Run 1, routed metal, one color a layer:
(2 px per um)
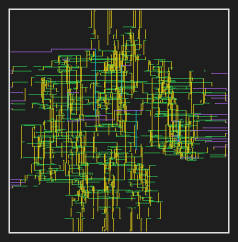
Run 1, logic cells by family:
(2 px per um)
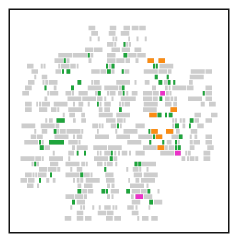
Run 1, the clock network:
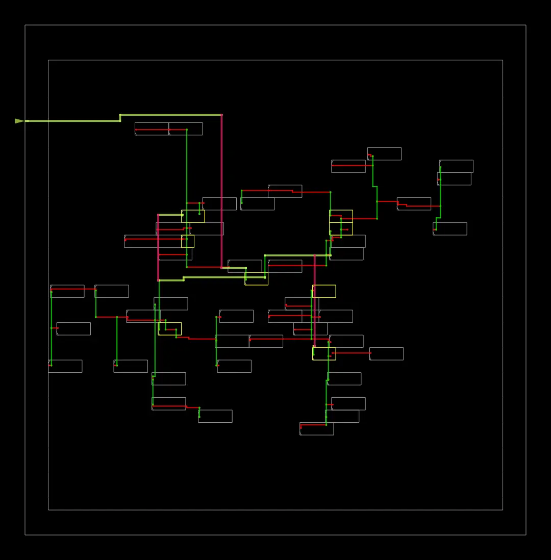
[config.mk]
export PLATFORM = sky130hd
export DESIGN_NAME = led_sequencer
export DESIGN_NICKNAME = d
export VERILOG_FILES = /design/src/rtl/led_sequencer.sv
export SDC_FILE = /design/constraint.sdc
export NUM_CORES = 1
export LEC_CHECK = 0
export CORE_AREA = 5 5 104 106
export DETAILED_ROUTE_END_ITERATION = 8
export DIE_AREA = 0 0 109 111
export PLACE_DENSITY = 0.49
export SLEW_MARGIN = 10
export SYNTH_ARGS = -nofsm -noshare
export SYNTH_HDL_FRONTEND = slang
export SYNTH_SLANG_ARGS = --single-unit
[constraint.sdc]
create_clock -name clk_i -period 3.7 [get_ports clk_i]
set_clock_uncertainty 0.1 [all_clocks]
set_input_delay 0.37 -clock clk_i [delete_from_list [all_inputs] [get_ports clk_i]]
set_output_delay 0.37 -clock clk_i [all_outputs]
set_load 0.01 [all_outputs]
[src/rtl/led_sequencer.sv]
// -----------------------------------------------------------------------------
// led_sequencer
//
// Drives a bank of WIDTH LEDs with a moving pattern. While running, a divider
// counts clock cycles and every period_i+1 cycles the pattern advances by one
// position: rotate left, rotate right, bounce between the two end LEDs, or hold.
// While idle, a new pattern can be loaded through a valid/ready handshake.
//
// Ports
//   clk_i           single clock, everything updates on the rising edge
//   reset_i         synchronous reset, active low
//   enable_i        level-sensitive run request (IDLE <-> RUN)
//   mode_i          00 rotate left, 01 rotate right, 10 bounce, 11 hold
//   period_i        step interval, pattern advances every period_i+1 cycles
//   load_valid_i    pattern load request
//   load_pattern_i  pattern to load (all zeros loads INIT instead)
//   load_ready_o    high in IDLE once out of reset; load taken on valid&&ready
//   leds_o          current pattern (registered)
//   step_o          one-cycle pulse alongside each new pattern
//   wrap_o          one-cycle pulse when a sequence completes
//   busy_o          high in RUN
// -----------------------------------------------------------------------------
module led_sequencer #(
    parameter int               WIDTH = 4,
    parameter int               CNT_W = 32,
    parameter logic [WIDTH-1:0] INIT  = WIDTH'(1)
) (
    input  logic             clk_i,
    input  logic             reset_i,
    input  logic             enable_i,
    input  logic [1:0]       mode_i,
    input  logic [CNT_W-1:0] period_i,
    input  logic             load_valid_i,
    input  logic [WIDTH-1:0] load_pattern_i,
    output logic             load_ready_o,
    output logic [WIDTH-1:0] leds_o,
    output logic             step_o,
    output logic             wrap_o,
    output logic             busy_o
);

    localparam int SC_W = $clog2(WIDTH);
    localparam logic [SC_W-1:0] STEP_LAST = SC_W'(WIDTH - 1);

    typedef enum logic {
        IDLE = 1'b0,
        RUN  = 1'b1
    } state_t;

    state_t           state_q, state_d;
    logic [CNT_W-1:0] count_q, count_d;
    logic [WIDTH-1:0] leds_q, leds_d;
    logic             dirRight_q, dirRight_d;
    logic [SC_W-1:0]  stepCnt_q, stepCnt_d;
    logic             step_q, step_d;
    logic             wrap_q, wrap_d;
    logic             outOfReset_q;

    logic [WIDTH-1:0] rotLeft, rotRight;
    logic             loadFire;

    assign rotLeft  = {leds_q[WIDTH-2:0], leds_q[WIDTH-1]};
    assign rotRight = {leds_q[0], leds_q[WIDTH-1:1]};

    // outOfReset_q keeps load_ready low until the first edge after reset
    // has been released, so no load can slip in during reset.
    assign load_ready_o = (state_q == IDLE) && outOfReset_q;
    assign loadFire     = load_valid_i && load_ready_o;
    assign busy_o       = (state_q == RUN);
    assign leds_o       = leds_q;
    assign step_o       = step_q;
    assign wrap_o       = wrap_q;

    // Next-state logic. The divider only runs in RUN; when it reaches period
    // the pattern advances according to the mode sampled on that cycle.
    // Rotate modes count steps modulo WIDTH to find sequence completion,
    // bounce flags completion on each direction reversal instead.
    always_comb begin
        state_d    = state_q;
        count_d    = count_q;
        leds_d     = leds_q;
        dirRight_d = dirRight_q;
        stepCnt_d  = stepCnt_q;
        step_d     = 1'b0;
        wrap_d     = 1'b0;

        case (state_q)
            IDLE: begin
                count_d = '0;
                if (loadFire) begin
                    leds_d     = (load_pattern_i == '0) ? INIT : load_pattern_i;
                    dirRight_d = 1'b0;
                    stepCnt_d  = '0;
                end
                if (enable_i) begin
                    state_d = RUN;
                end
            end

            RUN: begin
                if (!enable_i) begin
                    state_d = IDLE;
                    count_d = '0;
                end else if (count_q >= period_i) begin
                    count_d = '0;
                    step_d  = 1'b1;
                    case (mode_i)
                        2'b00, 2'b01: begin
                            leds_d     = (mode_i == 2'b00) ? rotLeft : rotRight;
                            dirRight_d = (mode_i == 2'b01);
                            if (stepCnt_q == STEP_LAST) begin
                                stepCnt_d = '0;
                                wrap_d    = 1'b1;
                            end else begin
                                stepCnt_d = stepCnt_q + 1'b1;
                            end
                        end
                        2'b10: begin
                            if (!dirRight_q && leds_q[WIDTH-1]) begin
                                dirRight_d = 1'b1;
                                leds_d     = rotRight;
                                wrap_d     = 1'b1;
                            end else if (dirRight_q && leds_q[0]) begin
                                dirRight_d = 1'b0;
                                leds_d     = rotLeft;
                                wrap_d     = 1'b1;
                            end else begin
                                leds_d = dirRight_q ? rotRight : rotLeft;
                            end
                        end
                        default: begin
                            leds_d = leds_q;
                        end
                    endcase
                end else begin
                    count_d = count_q + CNT_W'(1);
                end
            end

            default: begin
                state_d = IDLE;
            end
        endcase
    end

    // State register with synchronous active-low reset; reset wins over any
    // pending step, load or enable on the same edge.
    always_ff @(posedge clk_i) begin
        if (!reset_i) begin
            state_q      <= IDLE;
            count_q      <= '0;
            leds_q       <= INIT;
            dirRight_q   <= 1'b0;
            stepCnt_q    <= '0;
            step_q       <= 1'b0;
            wrap_q       <= 1'b0;
            outOfReset_q <= 1'b0;
        end else begin
            state_q      <= state_d;
            count_q      <= count_d;
            leds_q       <= leds_d;
            dirRight_q   <= dirRight_d;
            stepCnt_q    <= stepCnt_d;
            step_q       <= step_d;
            wrap_q       <= wrap_d;
            outOfReset_q <= 1'b1;
        end
    end

endmodule
==> GITHUB_STEP_SUMMARY, run 1 <==
## Implementation flow summary

| Metric | Value |
|---|---|
| Outcome | `finished, final reports clean` |
| CP required | `3.83 ns` |
| Global-route wire length before repair | `10800 um` |
| Flip-flops with a built-in enable | `0` |
| Cell Chain, Critical Path | `clkdlybuf4s50_1 -> ha_1 -> nand2b_1 -> a2111o_1 -> a311oi_1 -> o21ai_0 -> a31oi_4 -> nand2b_1 -> buf_4 -> nor2_1` |
| Sw frac | `23.4%` |
| Leak pwr | `0.00140 uW` |
| Synth top area share | `30.3%` |
| Core ar. | `9680 sq um` |
| CP arrival | `2.98 ns` |
| Via density | `4.56` |
| Yosys Instances | `357` |
| Power per Cell Area | `257 nW/um^2` |
| Fin area | `3570 sq um` |
| Nets@finish | `480` |
| Met1 wire length | `2960 um` |
| Dpl hpwl | `5060 um` |
| Async S/R FF share, synth | `0%` |
| Critical Path End Type | `flop` |
| DIE AREA | `12100 sq um` |
| Ys Warns | `0` |
| Post-CTS Setup Inserts | `0` |
| Top cells by area | `dfxtp_1, ha_1, nor2_1, xnor2_1, inv_1` |
| DRT antenna net count | `0` |
| Flops after synth | `43` |
| Fill count | `1027` |
| Router iterations before antenna repair | `4` |
| Slowest CP cell | `a2111o_1` |
| Switching pwr | `215 uW` |
| Dominant cell type by area after synthesis | `dfxtp_1` |
| Hold Path Class | `reg2reg` |
| Cell Area, Placed | `3470 sq um` |
| Iter 0 DRT Violations | `94` |
| Cells after Synth | `357` |
| Longest Clk Path Bufs | `2` |
| Init Core Util | `29.4%` |
| Met2 WL | `2970 um` |
| Initial antenna violation count | `0` |
| Critical-path maximum fanout | `32` |
| Final Max Tran Viols | `0` |
| DR DRC count | `0` |
| Root Buffer | `clkbuf_8` |
| Vias in the first global route | `2451` |
| MaxCap Viol Count | `0` |
| Syn-to-layout area delta | `25.5%` |
| Dominant flop cell | `dfxtp_1` |
| Antenna diodes | `0` |
| Endpoints failing setup | `0` |
| Max incr delay on CP | `0.43 ns` |
| Worst path most repeated cell | `nand2b_1` |
| CTS H-tree depth | `2` |
| CTS tree | `built` |
| Logic pwr share | `12.5%` |
| Tmin final | `2.85 ns` |
| Setup TNS | `0 ns` |
| Io pins | `50` |
| Largest net degree at the start of global routing | `33` |
| Worst setup path category | `in2reg` |
| Die width | `109 um` |
| Rel. slew slack | `65.5%` |
| Port bufs | `49` |
| YS chip area | `2850 sq um` |
| Seq share, synth | `30.3%` |
| Worst VDD drop | `0.000154 V` |
| Post-synth net total | `433` |
| Hold bufs inserted after CTS | `0` |
| Clk slew on worst S/H paths | `0.08 ns` |
| Tool Warnings | `26` |
| RSZ-0062 raised after global routing | `no` |
-- 'routed metal, one color a layer' (at the start) --
- met4: cyan (wire length 92.5 um)
- met1: green (wire length 2960 um)
- met3: purple (wire length 297 um)
- met2: yellow (wire length 2970 um)
drt wl/cell: 11.7 um
Post-Route WL: 6320 um
vias: 2454
GRT Resource Usage Total: 10.8%

-- 'logic cells by family' (at the start) --
- NAND gates: green (cells 65; most used nand2_1)
- AND-OR and OR-AND gates: magenta (cells 3)
- multiplexers: orange (cells 8; most used mux2i_1)

-- 'the clock network' (at the start) --
Clk Latency, worst-skew pair: 0.30 ns
clock-net power: 331 uW
total CTS buffers: 5
flop count: 43
clk sinks: 43

-- run 1: registers in the layout (all words and copies together) (netlist names) --
| register | flops |
|---|---|
| leds_o | 4 |
| dirRight_q | 1 |
| count_q | 32 |
| wrap_o | 1 |
| stepCnt_q | 2 |
| busy_o | 1 |
| outOfReset_q | 1 |
| step_o | 1 |
-- run 1: power groups by stage --
stage                     clock (uW)  sequential [uW]  combinational (uW)
after floorplan                    0              481                52.4
after global placement             0              484                 114
after detailed placement           0              484                 115
after CTS                        345              473                 116
after global routing             362              474                 129
final                            331              473                 114
-- run 1: cells by family after synthesis --
group	count (synthesis)	share of synthesized area, %
AND-OR/OR-AND	44	10.2
XOR/XNOR	30	9.23
adder cells (fa/ha/maj)	34	15.0
buffers and inverters	53	7.17
flip-flops	43	30.3
multiplexers	8	2.90
AND/OR/NAND/NOR	145	25.2
-- run 1: worst paths after layout --
path | startpoint | endpoint | slack, ns | depth (start not counted)
max | period_i[0] | count_q[7] | 0.85 | 10
min | stepCnt_q[1] | stepCnt_q[1] | 0.37 | 2
max reg2reg | count_q[0] | count_q[7] | 0.89 | 10
min reg2reg | stepCnt_q[1] | stepCnt_q[1] | 0.37 | 2
-- run 1: routing by layer --
layer	vias up	track usage [%]
met5	-	0
met4	0	3.70
met3	10	2.33
met2	47	18.0
met1	1099	13.7
li1	1298	-
-- run 1: metrics by stage --
step	setup WS [ns]	util, %	hold WS [ns]	power (uW)
6_report	0.845	36.9	0.372	918
5_1_grt	0.689	36.9	0.425	965
4_1_cts	0.823	36.9	0.376	934
3_5_place_dp	0.514	35.8	0.365	599
3_3_place_gp	0.468	35.8	0.351	598
2_1_floorplan	1.25	-	0.298	534
-- run 1: cell usage in the layout, fill, tap and decap left out, types with 14 or more instances in the layout --
master and instances:
xnor2_1 19, a21oi_1 14, ha_1 34, nor2_1 52, clkdlybuf4s50_1 49, inv_1 43, nand2_1 32, dfxtp_1 43
nand3_1 16
-- run 1: final cells by class --
type / count / area, sq um / area share, %
clock buffers: 7 / 96.3 / 2.70
multi-input cells: 261 / 1780 / 49.9
clock inverters: 1 / 7.51 / 0.210
inverters: 43 / 161 / 4.52
repair buffers: 50 / 498 / 13.9
well taps: 133 / 166 / 4.66
flip-flops and latches: 43 / 861 / 24.1
-- run 1: critical path: cells and delay by family --
family,cells,cell delay (ns)
buffers and inverters,2,0.65
adders and majority gates,1,0.28
AOI/OAI and AO/OA,4,1.29
and+or+nand+nor,3,0.37
-- run 1: synth_stat cells, types with 2 or more instances --
| cell type | count |
|---|---|
| nand3_1 | 16 |
| xor2_1 | 11 |
| nand2b_1 | 7 |
| ha_1 | 34 |
| dfxtp_1 | 43 |
| and2_1 | 2 |
| nand4_1 | 8 |
| mux2_2 | 2 |
| inv_1 | 43 |
| and3_1 | 3 |
| or3_1 | 3 |
| nor2_1 | 52 |
| nor4_1 | 3 |
| or4_1 | 2 |
| nor2b_1 | 2 |
| o211ai_1 | 4 |
| mux2i_1 | 6 |
| nand2_1 | 32 |
| a21oi_1 | 14 |
| xnor2_1 | 19 |
| o21ai_0 | 11 |
| nor3_1 | 7 |
| clkbuf_1 | 6 |
| buf_2 | 4 |
==> run 1 -> run 2 <==
- PLACE_DENSITY: 0.49 -> 0.51
- clock period: 3.7 -> 2.5 ns (I/O delays scaled with it)
Run 2, signal wires on met3:
(4 px per um)
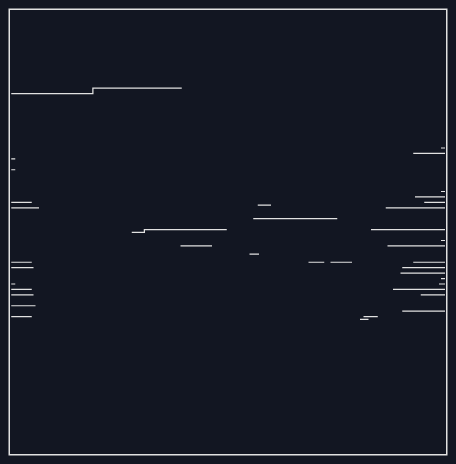
- share of all routed wire: 4.5%
- longest straight run: 22.1 um
- nets with wire on the layer: 35
- wire length on this layer: 288 um
vias: 2530
met3 Usage GRT: 2.39%
Post-Route WL: 6350 um

Run 2, the clock network:
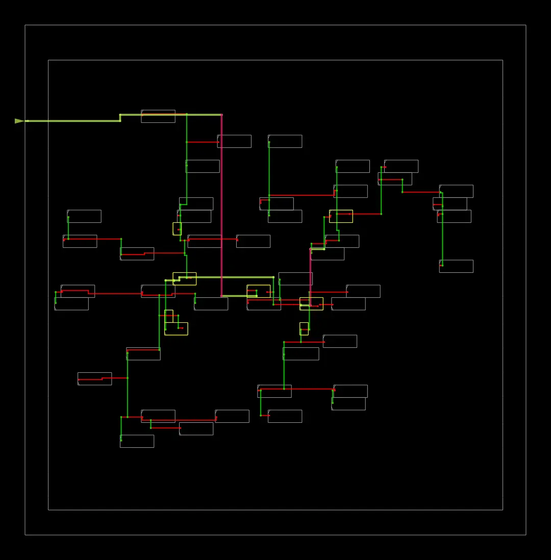
clkbuf count: 5
clock-net power: 433 uW
Clk Latency, worst-skew pair: 0.29 ns

==> run 2 against run 1 <==
Effect of this change:
- register-to-register slack got worse by 0.83 ns
- utilization increased by 2.8 points
- routed wire length increased by 0.51%
- cell area increased by 7.7%
- via count increased by 3.1%
- highest routed layer unchanged
==> GITHUB_STEP_SUMMARY, run 2 <==
## Implementation flow summary

| Metric | Value |
|---|---|
| Via density | `4.54 (-0.42%)` |
| Flops after synth | `43 (unchanged)` |
| Largest net degree at the start of global routing | `15 (-55%)` |
| Top cells by count, synth | `nor2_1, dfxtp_1, inv_1, ha_1, nand2_1` |
| GRT Resource Usage Total | `10.9% (about the same)` |
| Critical-path maximum fanout | `6 (-81%)` |
| Critical Path End Type | `flop` |
| CP required | `2.58 ns (-1.25 ns)` |
| Commonest Layout Cell | `nor2_1` |
| Worst hold margin | `0.363 ns (-0.00917 ns)` |
| Top cells by area | `dfxtp_1, ha_1, nor2_1, xnor2_1, inv_1` |
| CTS tree | `built` |
| Syn-to-layout area delta | `35.2%` |
| DIE AREA | `12100 sq um (unchanged)` |
| MaxCap Viol Count | `0 (unchanged)` |
| Yosys Instances | `357 (unchanged)` |
| GRT busiest layer | `met2` |
| Dominant cell type by area after synthesis | `dfxtp_1` |
| Dpl hpwl | `5150 um (+1.6%)` |
| Longest Clk Path Bufs | `2 (unchanged)` |
| Cells after Synth | `357 (unchanged)` |
| Total CTS buffers | `5 (unchanged)` |
| Nets@finish | `499 (+4.0%)` |
| Count leader, synth | `nor2_1` |
| Most instantiated logic cells after routing | `nor2_1, clkdlybuf4s50_1, dfxtp_1` |
| Dominant flop cell | `dfxtp_1` |
| Leak pwr | `0.00159 uW (+13%)` |
| Post-Place Worst Slack | `-0.416 ns (-0.930 ns)` |
| Antenna diodes | `0 (unchanged)` |
| RSZ-0062 raised after global routing | `yes` |
| Final Max Tran Viols | `0 (unchanged)` |
| Global-route wire length before repair | `10900 um (+1.0%)` |
| Die width | `109 um (unchanged)` |
| DR DRC count | `0 (unchanged)` |
| Outcome | `finished, final reports clean` |
| Io pins | `50 (unchanged)` |
| Endpoints failing setup | `0 (unchanged)` |
| Worst VDD drop | `0.000221 V (+43%)` |
| Setup WS post-layout | `0.0638 ns (-0.781 ns)` |
| Met1 Track Usage GR | `14.1% (+0.34 points)` |
[run 2: cell counts after synthesis]
No cell type changed its count.
[run 2: path summary, 6_finish.rpt]
| check | start | to | slack [ns] | depth (start not counted) |
|---|---|---|---|---|
| worst max-delay path | count_q[0] | leds_o[0] | 0.06 | 9 |
| worst max register to register | count_q[0] | leds_o[0] | 0.06 | 9 |
| worst min register to register | stepCnt_q[1] | stepCnt_q[1] | 0.36 | 2 |
| worst min-delay path | stepCnt_q[1] | stepCnt_q[1] | 0.36 | 2 |
[run 2: through the flow]
| stage | TNS [ns] | util, % |
|---|---|---|
| after floorplan | 0 | - |
| after global placement | -13.86 | 37.2 |
| after detailed placement | -14.72 | 37.2 |
| after CTS | 0 | 38.2 |
| after global routing | -0.0604 | 39.7 |
| final | 0 | 39.7 |
[run 2: cell type report]
type                    instances  area, sq um
fillers                      1004         5840
clock buffers                   5         68.8
well taps                     133          166
multi-input cells             261         1910
flip-flops and latches         43          862
repair buffers                 69          667
inverters                      43          161
clock inverters                 3         15.0
[run 2: repair_timing]
item                                    4_1_cts  5_1_grt
setup buffers                                 0        1
pin swaps                                     3       13
endpoints found under the setup margin       39       39
hold endpoints to repair                      0        0
gates resized                                 3       29
[run 2: kinds of logic (layout without fill, tap and decap cells)]
| family | count (synthesis) | count (layout) | share of synthesized area [%] |
|---|---|---|---|
| simple gates | 145 | 145 | 25.2 |
| buf+inv | 53 | 120 | 7.17 |
| compound gates | 44 | 44 | 10.2 |
| flops | 43 | 43 | 30.3 |
| fa+ha+maj | 34 | 34 | 15.0 |
| xor+xnor | 30 | 30 | 9.23 |
| mux | 8 | 8 | 2.90 |
[run 2: worst max-delay path: stages, from the launching register on]
cell and delay, ns:
dfxtp_2 0.34, inv_2 0.05, ha_4 0.22, nand2b_4 0.12, a2111o_1 0.37, a311oi_2 0.29
o21ai_2 0.12, a31oi_4 0.30, o21ai_2 0.12, mux2_4 0.30
[run 2: report_power, final]
group | leakage, uW | switching [uW] | internal (uW)
Sequential | 0.000348 | 9.98 | 690
Combinational | 0.00119 | 76.4 | 111
Clock | 0.0000477 | 242 | 192
Total | 0.00159 | 328 | 992
[run 2: routing by layer]
metal / vias up / part of all wire [%] / wire length (um)
li1: 1340 / - / -
met4: 0 / 0.80 / 51
met3: 4 / 4.5 / 287
met1: 1142 / 47 / 2970
met5: - / 0 / 0
met2: 44 / 48 / 3040
==> run 2 -> run 3 <==
- CTS_CLUSTER_DIAMETER: unset -> 120
Run 3, signal wires on met3:
(4 px per um)
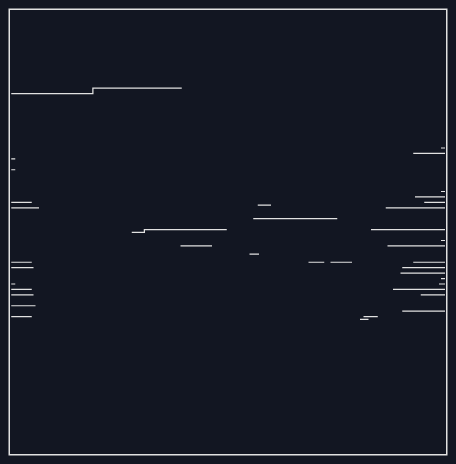
- wire length on this layer: 288 um
- main direction: horizontal
- longest straight run: 22.1 um
- nets with wire on the layer: 35

Run 3, logic cells by family:
(2 px per um)
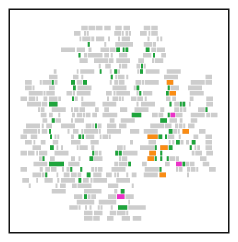
- AND-OR and OR-AND gates: magenta (cells 3)
- multiplexers: orange (cells 8; most used mux2i_1)
- NAND gates: green (cells 65; most used nand2_1)

==> run 3 against run 2 <==
Effect of this change:
- critical path depth is the same
- first-iteration DRC count is the same
- highest routed layer unchanged
- cell count is the same
- clock power is essentially flat
- sequential power is essentially flat
- combinational power is essentially flat
- cell area is the same
- global-route usage is the same
- register-to-register slack is essentially flat
- total power is the same
- utilization is the same
- synthesized area is the same
==> GITHUB_STEP_SUMMARY, run 3 <==
## Implementation flow summary

| Metric | Value |
|---|---|
| Outcome | `finished, final reports clean` |
| Hold path depth | `2 (unchanged)` |
| Top cells by count, synth | `nor2_1, dfxtp_1, inv_1, ha_1, nand2_1` |
| Rel. slew slack | `69.3%` |
| Final Wtd Congestion | `0.824` |
| Worst setup path category | `reg2reg` |
| Endpoints failing setup | `0 (unchanged)` |
| Dominant cell type by area after synthesis | `dfxtp_1` |
| Nets@finish | `499 (unchanged)` |
| Share of post-route cells with drive strength above 1 | `13.9%` |
| Via density | `4.54 (unchanged)` |
| Global route total overflow | `0` |
| Vias in the first global route | `2419` |
| Io pins | `50 (unchanged)` |
| Flops after synth | `43 (unchanged)` |
| Iter 0 DRT Violations | `59` |
| Core ar. | `9680 sq um` |
| Die width | `109 um (unchanged)` |
| Tool Warnings | `27` |
| RSZ-0062 raised after global routing | `yes` |
| Global-route wire length before repair | `10900 um (unchanged)` |
| Drt wl/cell | `11.4 um` |
| Router iterations before antenna repair | `4` |
| Fin area | `3850 sq um` |
| Worst r2r src | `count_q[0]` |
| Initial antenna violation count | `0` |
| Setup WS post-layout | `0.0638 ns (unchanged)` |
| Critical R2R Capture | `leds_o[0]` |
| Crit. Startpoint | `count_q[0]` |
| Critical-path maximum fanout | `6 (unchanged)` |
| Top cells by area | `dfxtp_1, ha_1, nor2_1, xnor2_1, inv_1` |
| Clk Latency, worst-skew pair | `0.29 ns (about the same)` |
| Setup TNS | `0 ns (unchanged)` |
| Yosys cell types | `47` |
| CP required | `2.58 ns (about the same)` |
| Commonest Layout Cell | `nor2_1` |
| Cells after Synth | `357 (unchanged)` |
| Dominant flop cell | `dfxtp_1` |
| Flip-flops with a built-in enable | `0` |
| Post-Route WL | `6350 um (unchanged)` |
| R2R Setup Slk | `0.06 ns (about the same)` |
| DIE AREA | `12100 sq um (unchanged)` |
| Seq. cell area | `862 sq um (unchanged)` |
| Syn Area/Cell | `7.97 sq um` |
| Worst VDD drop | `0.000221 V (unchanged)` |
| Cell Area, Placed | `3600 sq um` |
| Worst slew pin tran | `0.456 ns` |
| Fill count | `1004 (unchanged)` |
| Count leader, synth | `nor2_1` |
| Port bufs | `49` |
| Hold Path Class | `reg2reg` |
| Clk sinks | `43` |
| Critical Path Source Type | `flop` |
| Dpl hpwl | `5150 um (unchanged)` |
| Fmax | `410 MHz` |
| Total CTS buffers | `5 (unchanged)` |
| Finished Layout Cells | `557` |
| Ys Warns | `0` |
| Post-synth net total | `433` |
| Max reg flops | `32` |
| Final Max Tran Viols | `0 (unchanged)` |
| Tmin final | `2.44 ns` |
| Leak pwr | `0.00159 uW (unchanged)` |
| Vias | `2530 (unchanged)` |
| R2R depth | `9 (unchanged)` |
| GRT Resource Usage Total | `10.9% (unchanged)` |
| Critical Path End Type | `flop` |
| Hold bufs inserted after CTS | `0` |
| Largest net degree at the start of global routing | `15 (unchanged)` |
| Async S/R FF share, synth | `0%` |
| Die height | `111 um` |
| Syn-to-layout area delta | `35.2% (unchanged)` |
| Yosys Instances | `357 (unchanged)` |
| Post-Place Worst Slack | `-0.416 ns (unchanged)` |
| Most instantiated logic cells after routing | `nor2_1, clkdlybuf4s50_1, dfxtp_1` |
| Antenna diodes | `0 (unchanged)` |
| DR DRC count | `0 (unchanged)` |
| Longest Clk Path Bufs | `2 (unchanged)` |
| MaxCap Viol Count | `0 (unchanged)` |
| CP endpoint | `leds_o[0]` |
| MI comb area | `1910 sq um (unchanged)` |
| CTS tree | `built` |
| Worst hold margin | `0.363 ns (unchanged)` |
| CP arrival | `2.52 ns` |
| Power per Cell Area | `343 nW/um^2` |
-- run 3: cell counts after synthesis --
Identical to the previous run, type by type.
-- run 3: final cells by class --
type / count / area share [%]
clock buffers: 5 / 1.79
clock inverters: 3 / 0.390
inverters: 43 / 4.20
multi-input cells: 261 / 49.5
flip-flops and latches: 43 / 22.4
well taps: 133 / 4.33
repair buffers: 69 / 17.3
-- run 3: cells by family after synthesis --
kind of cell	count (synthesis)	share of synthesized area [%]
AOI/OAI and AO/OA	44	10.2
DFF	43	30.3
buffers and inverters	53	7.17
adders and majority gates	34	15.0
muxes	8	2.90
xor gates and xnor gates	30	9.23
and+or+nand+nor	145	25.2
-- run 3: worst max-delay path, stage by stage, from the launching register on --
cell and delay [ns]:
dfxtp_2 0.34, inv_2 0.05, ha_4 0.22, nand2b_4 0.12, a2111o_1 0.37, a311oi_2 0.29, o21ai_2 0.12, a31oi_4 0.30
o21ai_2 0.12, mux2_4 0.30
-- run 3: stage by stage --
| stage | util [%] | power [uW] |
|---|---|---|
| detailed placement | 37.2 | 892 |
| floorplan | - | 790 |
| finish | 39.7 | 1320 |
| global route | 39.7 | 1390 |
| CTS | 38.2 | 1330 |
| global placement | 37.2 | 890 |
-- run 3: timing repair --
| item | CTS | global route |
|---|---|---|
| endpoints found under the hold margin | 0 | 0 |
| endpoints found under the setup margin | 39 | 39 |
| gates resized | 3 | 29 |
| setup buffers | 0 | 1 |
| pin swaps | 3 | 13 |
-- run 3: where the power goes --
part           internal, uW  total, uW  switching (uW)
sequential              690        700            9.98
combinational           111        187            76.4
clock                   192        433             242
total                   992       1320             328
-- run 3: worst min-delay path by stage --
stage | from | endpoint | slack [ns]
2_1_floorplan | reset_i | outOfReset_q | 0.18
3_3_place_gp | stepCnt_q[1] | stepCnt_q[1] | 0.36
3_5_place_dp | stepCnt_q[1] | stepCnt_q[1] | 0.36
4_1_cts | stepCnt_q[1] | stepCnt_q[1] | 0.37
5_1_grt | stepCnt_q[1] | stepCnt_q[1] | 0.40
6_report | stepCnt_q[1] | stepCnt_q[1] | 0.36
-- run 3: layer usage --
metal	global-route usage (%)	part of all wire [%]	vias up
met5	0	0	-
met4	2.78	0.80	0
met3	2.39	4.5	4
met2	18.0	48	44
met1	14.1	47	1142
li1	-	-	1340
Power figures rest on the tool's default switching activity, not on a simulated workload.
